### src/rtl/cla_pipe_adder.sv
// Two-stage carry-lookahead add/subtract unit built from 4-bit lookahead groups.
// Stage 1 registers bit and group propagate/generate; stage 2 resolves carries and flags.
module cla_pipe_adder #(
  parameter int WIDTH = 16,
  parameter int GROUP = 4
) (
  input  logic             clk,
  input  logic             rst,
  input  logic             in_valid,
  output logic             in_ready,
  input  logic [WIDTH-1:0] a,
  input  logic [WIDTH-1:0] b,
  input  logic             cin,
  input  logic             sub,
  output logic             out_valid,
  input  logic             out_ready,
  output logic [WIDTH-1:0] sum,
  output logic             cout,
  output logic             ovf,
  output logic             zero
);
  localparam int NG = WIDTH / GROUP;

  if (GROUP != 4 || (WIDTH % 4) != 0 || WIDTH < 4 || WIDTH > 64) begin : g_param_check
    $error("cla_pipe_adder: GROUP must be 4 and WIDTH a multiple of 4 within 4..64");
  end

  logic [WIDTH-1:0]     bb;
  logic [WIDTH-1:0]     p_d;
  logic [WIDTH-1:0]     g_d;
  logic [NG-1:0][2:0]   g3_d;
  logic [NG-1:0]        gp_d;
  logic [NG-1:0]        gg_d;
  logic                 c0_d;

  logic [WIDTH-1:0]     p_q;
  logic [NG-1:0][2:0]   g_q;
  logic [NG-1:0]        gp_q;
  logic [NG-1:0]        gg_q;
  logic                 c0_q;
  logic                 s1_valid;

  logic                 stall;
  logic [NG:0]          gc;
  logic [WIDTH-1:0]     c;
  logic [WIDTH-1:0]     sum_d;

  assign stall    = out_valid & ~out_ready;
  assign in_ready = ~stall | ~s1_valid;

  always_comb begin
    bb   = sub ? ~b : b;
    c0_d = sub | cin;
    p_d  = a ^ bb;
    g_d  = a & bb;
    gp_d = '0;
    gg_d = '0;
    g3_d = '0;
    for (int k = 0; k < NG; k++) begin
      gp_d[k] = &p_d[4*k +: 4];
      gg_d[k] = g_d[4*k+3]
              | (p_d[4*k+3] & g_d[4*k+2])
              | (p_d[4*k+3] & p_d[4*k+2] & g_d[4*k+1])
              | (p_d[4*k+3] & p_d[4*k+2] & p_d[4*k+1] & g_d[4*k]);
      // The top generate bit of each group only feeds the group generate.
      g3_d[k] = g_d[4*k +: 3];
    end
  end

  // Stage 1 loads on advance and also when it holds a bubble under stall.
  always_ff @(posedge clk) begin
    if (rst) begin
      s1_valid <= 1'b0;
      p_q      <= '0;
      g_q      <= '0;
      gp_q     <= '0;
      gg_q     <= '0;
      c0_q     <= 1'b0;
    end else if (in_ready) begin
      s1_valid <= in_valid;
      if (in_valid) begin
        p_q  <= p_d;
        g_q  <= g3_d;
        gp_q <= gp_d;
        gg_q <= gg_d;
        c0_q <= c0_d;
      end
    end
  end

  always_comb begin
    gc    = '0;
    c     = '0;
    gc[0] = c0_q;
    for (int k = 0; k < NG; k++) begin
      gc[k+1] = gg_q[k] | (gp_q[k] & gc[k]);
    end
    for (int k = 0; k < NG; k++) begin
      c[4*k]   = gc[k];
      c[4*k+1] = g_q[k][0] | (p_q[4*k] & gc[k]);
      c[4*k+2] = g_q[k][1] | (p_q[4*k+1] & g_q[k][0])
               | (p_q[4*k+1] & p_q[4*k] & gc[k]);
      c[4*k+3] = g_q[k][2] | (p_q[4*k+2] & g_q[k][1])
               | (p_q[4*k+2] & p_q[4*k+1] & g_q[k][0])
               | (p_q[4*k+2] & p_q[4*k+1] & p_q[4*k] & gc[k]);
    end
    sum_d = p_q ^ c;
  end

  // Result registers only change on an accepted advance of a valid stage-1 entry.
  always_ff @(posedge clk) begin
    if (rst) begin
      out_valid <= 1'b0;
      sum       <= '0;
      cout      <= 1'b0;
      ovf       <= 1'b0;
      zero      <= 1'b0;
    end else if (!stall) begin
      out_valid <= s1_valid;
      if (s1_valid) begin
        sum  <= sum_d;
        cout <= gc[NG];
        ovf  <= c[WIDTH-1] ^ gc[NG];
        zero <= ~|sum_d;
      end
    end
  end

endmodule

### config.mk
export PLATFORM = sky130hd
export DESIGN_NAME = cla_pipe_adder
export DESIGN_NICKNAME = d
export VERILOG_FILES = /design/src/rtl/cla_pipe_adder.sv
export SDC_FILE = /design/constraint.sdc
export NUM_CORES = 1
export LEC_CHECK = 0
export ABC_AREA = 0
export CAP_MARGIN = 5
export CORE_MARGIN = 4
export CORE_UTILIZATION = 40
export DETAILED_ROUTE_END_ITERATION = 8
export GPL_TIMING_DRIVEN = 0
export PLACE_DENSITY = 0.77
export REMOVE_ABC_BUFFERS = 1
export SETUP_SLACK_MARGIN = 0.15
export SYNTH_ARGS = -nofsm -noshare
export SYNTH_HDL_FRONTEND = slang
export SYNTH_SLANG_ARGS = --single-unit
### constraint.sdc
create_clock -name clk -period 2.45 [get_ports clk]
set_clock_uncertainty 0.15 [all_clocks]
set_input_delay 0.245 -clock clk [delete_from_list [all_inputs] [get_ports clk]]
set_output_delay 0.245 -clock clk [all_outputs]
set_load 0.05 [all_outputs]
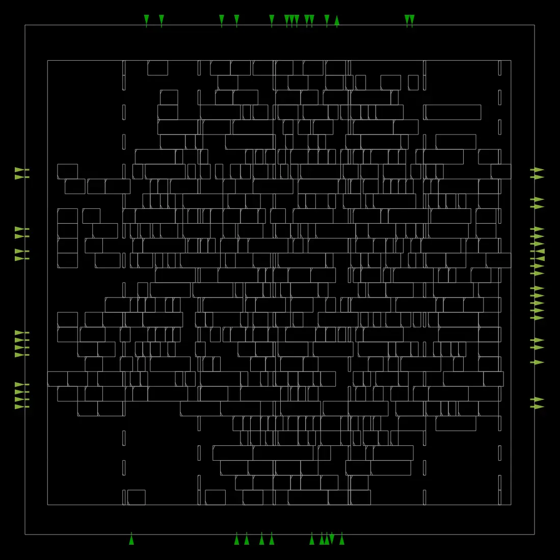
*Cell outlines without signal wires, run 1*
Seq/total area: 30.0%
final cell count without fillers: 528
Site Rows: 30
fill cell count: 650

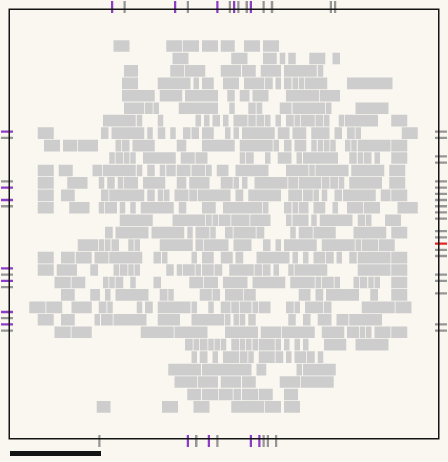
*Pin placement, run 1*
The bar under the picture is 20 um long. Pins as bars across the die edge, other pins in gray.
zero: marked red, pins 1, direction output, edge right. b: marked purple, pins 16, direction input, edge 7 left, 5 top, 4 bottom.
All pins by edge: 21 right, 14 top, 14 left, 10 bottom.
# port buffers: 58
Die Y: 93.6 um

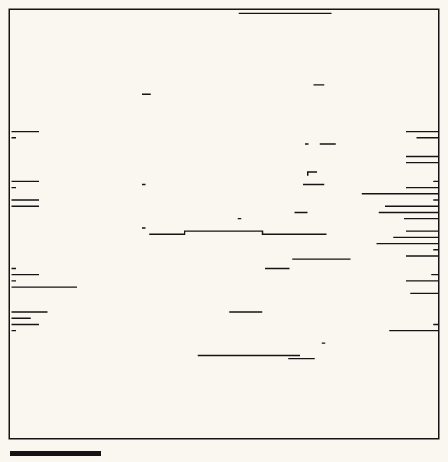
*Metal 3, run 1*
The bar under the picture is 20 um long.
The layer holds 4.9% of the routed length. The layer carries 334 um of wire. 43 nets have wire on it. The wires run mostly horizontal. The longest straight run is 22.1 um.
Via Count: 2692
final wirelength: 6850 um

==> GITHUB_STEP_SUMMARY, run 1 <==
### Yosys + OpenROAD results

| Metric | Value |
|---|---|
| Status | `finished clean` |
| CP Capture Type | `flip-flop` |
| Clock group | `887 uW` |
| DRC | `0` |
| Critical Path Max Stage Delay | `0.49 ns` |
| Setup TNS | `0 ns` |
| Largest net degree at the start of global routing | `38` |
| Worst r2r path cells | `8` |
| Crit path depth | `8` |
| CP top delay family | `simple AND/OR/NAND/NOR gates` |
| Mean area per synthesized cell | `7.96 um^2` |
| Endpoints failing hold | `0` |
| Non-Clock Buffer Area Fraction | `16.9%` |
| Sw frac | `28.3%` |
| Grt met3 use | `2.74%` |
| Commonest cells in the netlist | `nand2_1, dfxtp_1, a21oi_1` |
| CTS resizes | `15` |
| Max-slew headroom | `36.7%` |
| Final setup slack of the worst path | `0.0304 ns` |
| Post-cts hold buffer count | `0` |
| WL met1 | `3170 um` |
| Sequential power share | `42.8%` |
| Mux area share | `0%` |
| I/O pin count | `59` |
| Hold Crit Class | `in -> reg` |
| Crit path cell chain | `a211oi_4, o21bai_2, ha_2, or3_4, a22oi_2, or4b_4, nor4_4, a31o_1` |
| Post-detail-place hpwl | `4920 um` |
| Post-route cell area | `3900 um^2` |
| Hold_sp | `rst` |
| Drt via density | `5.10` |
| Root buffer cell | `clkbuf_8` |
| Seq cells post-synth | `58` |
| Logic pwr share | `21.3%` |
| Final Max Slew Viols | `0` |
| Post-synth seq share | `39.7%` |
| Routed Antenna Nets | `0` |
| Clock network area share | `5.07%` |
| Capturing point of the worst reg2reg path | `zero$_SDFFE_PP0P_` |
| Min Tclk post-route | `2.42 ns` |
### Wiring by layer, run 1

The bar under the picture is 20 um long.
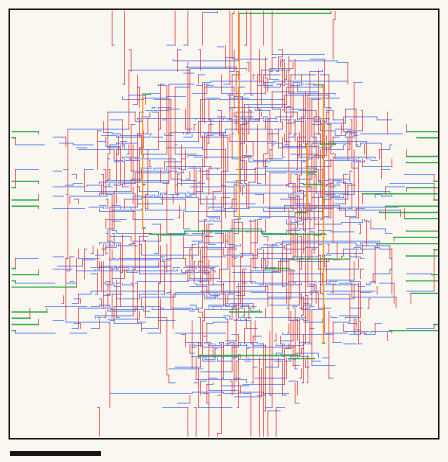

==> run 1 -> run 2 <==
--- a/config.mk
+++ b/config.mk
@@ -9,6 +9,7 @@
 export CAP_MARGIN = 5
 export CORE_MARGIN = 4
 export CORE_UTILIZATION = 40
+export CTS_BUF_LIST = sky130_fd_sc_hd__clkbuf_2
 export DETAILED_ROUTE_END_ITERATION = 8
 export GPL_TIMING_DRIVEN = 0
 export PLACE_DENSITY = 0.77
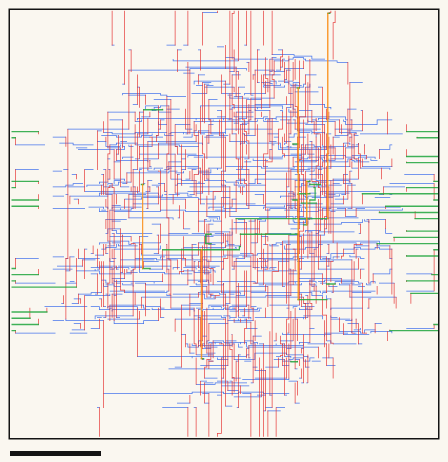
*Wiring by layer, run 2*
The bar under the picture is 20 um long.
M1: marked blue, wire length 3170 um. M3: marked green, wire length 289 um. M4: marked orange, wire length 143 um. M2: marked red, wire length 3140 um.
routed length per placed instance: 12.8 um
final wirelength: 6740 um

==> GITHUB_STEP_SUMMARY, run 2 <==
### Yosys + OpenROAD results

| Metric | Value |
|---|---|
| Endpoints failing hold | `0` |
| Max-slew headroom | `36.3%` |
| CTS resizes | `15` |
| Site Rows | `30` |
| Routed Antenna Nets | `0` |
| Clock network area share | `2.70%` |
| Status | `complete, but fails checks` |
| Largest net degree at the start of global routing | `38` |
| Hold Crit Class | `in -> reg` |
| Clock group | `580 uW` |
| Post-synth seq share | `39.7%` |
| Post-detail-place hpwl | `4920 um` |
| Min Tclk post-route | `2.47 ns` |
| CP Capture Type | `flip-flop` |
| Non-Clock Buffer Area Fraction | `17.1%` |
| Post-route cell area | `3800 um^2` |
| Crit path cell chain | `a211oi_4, o21bai_2, ha_2, or3_4, a22oi_2, or4b_4, nor4_4, a31o_1` |
| Crit path depth | `8` |
| Worst r2r path cells | `8` |
| Die Y | `93.6 um` |
| Failing checks | `setup timing` |
| Fill cell count | `663` |
| Sw frac | `31.3%` |
| Root buffer cell | `clkbuf_2` |
| WL met1 | `3170 um` |
| Hold_sp | `rst` |
| Post-cts hold buffer count | `0` |
| I/O pin count | `59` |
| Final setup slack of the worst path | `-0.0176 ns` |
| Mean area per synthesized cell | `7.96 um^2` |
| Commonest cells in the netlist | `nand2_1, dfxtp_1, a21oi_1` |
| Seq/total area | `30.8%` |
| Sequential power share | `48.8%` |
| Final setup violation count | `1` |
| Logic pwr share | `24.3%` |
| Final Max Slew Viols | `0` |
| Capturing point of the worst reg2reg path | `zero$_SDFFE_PP0P_` |
| Final cell count without fillers | `527` |
| Setup TNS | `-0.0176 ns` |
| CP top delay family | `simple AND/OR/NAND/NOR gates` |
| Drt via density | `5.13` |
| Seq cells post-synth | `58` |
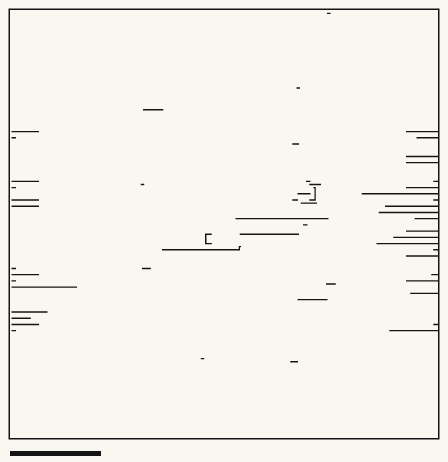
*Metal 3, run 2*
The bar under the picture is 20 um long.
The wires run mostly horizontal. The layer holds 4.3% of the routed length.
grt met3 use: 2.74%
Via Count: 2701

Power and IR drop assume default switching activity.
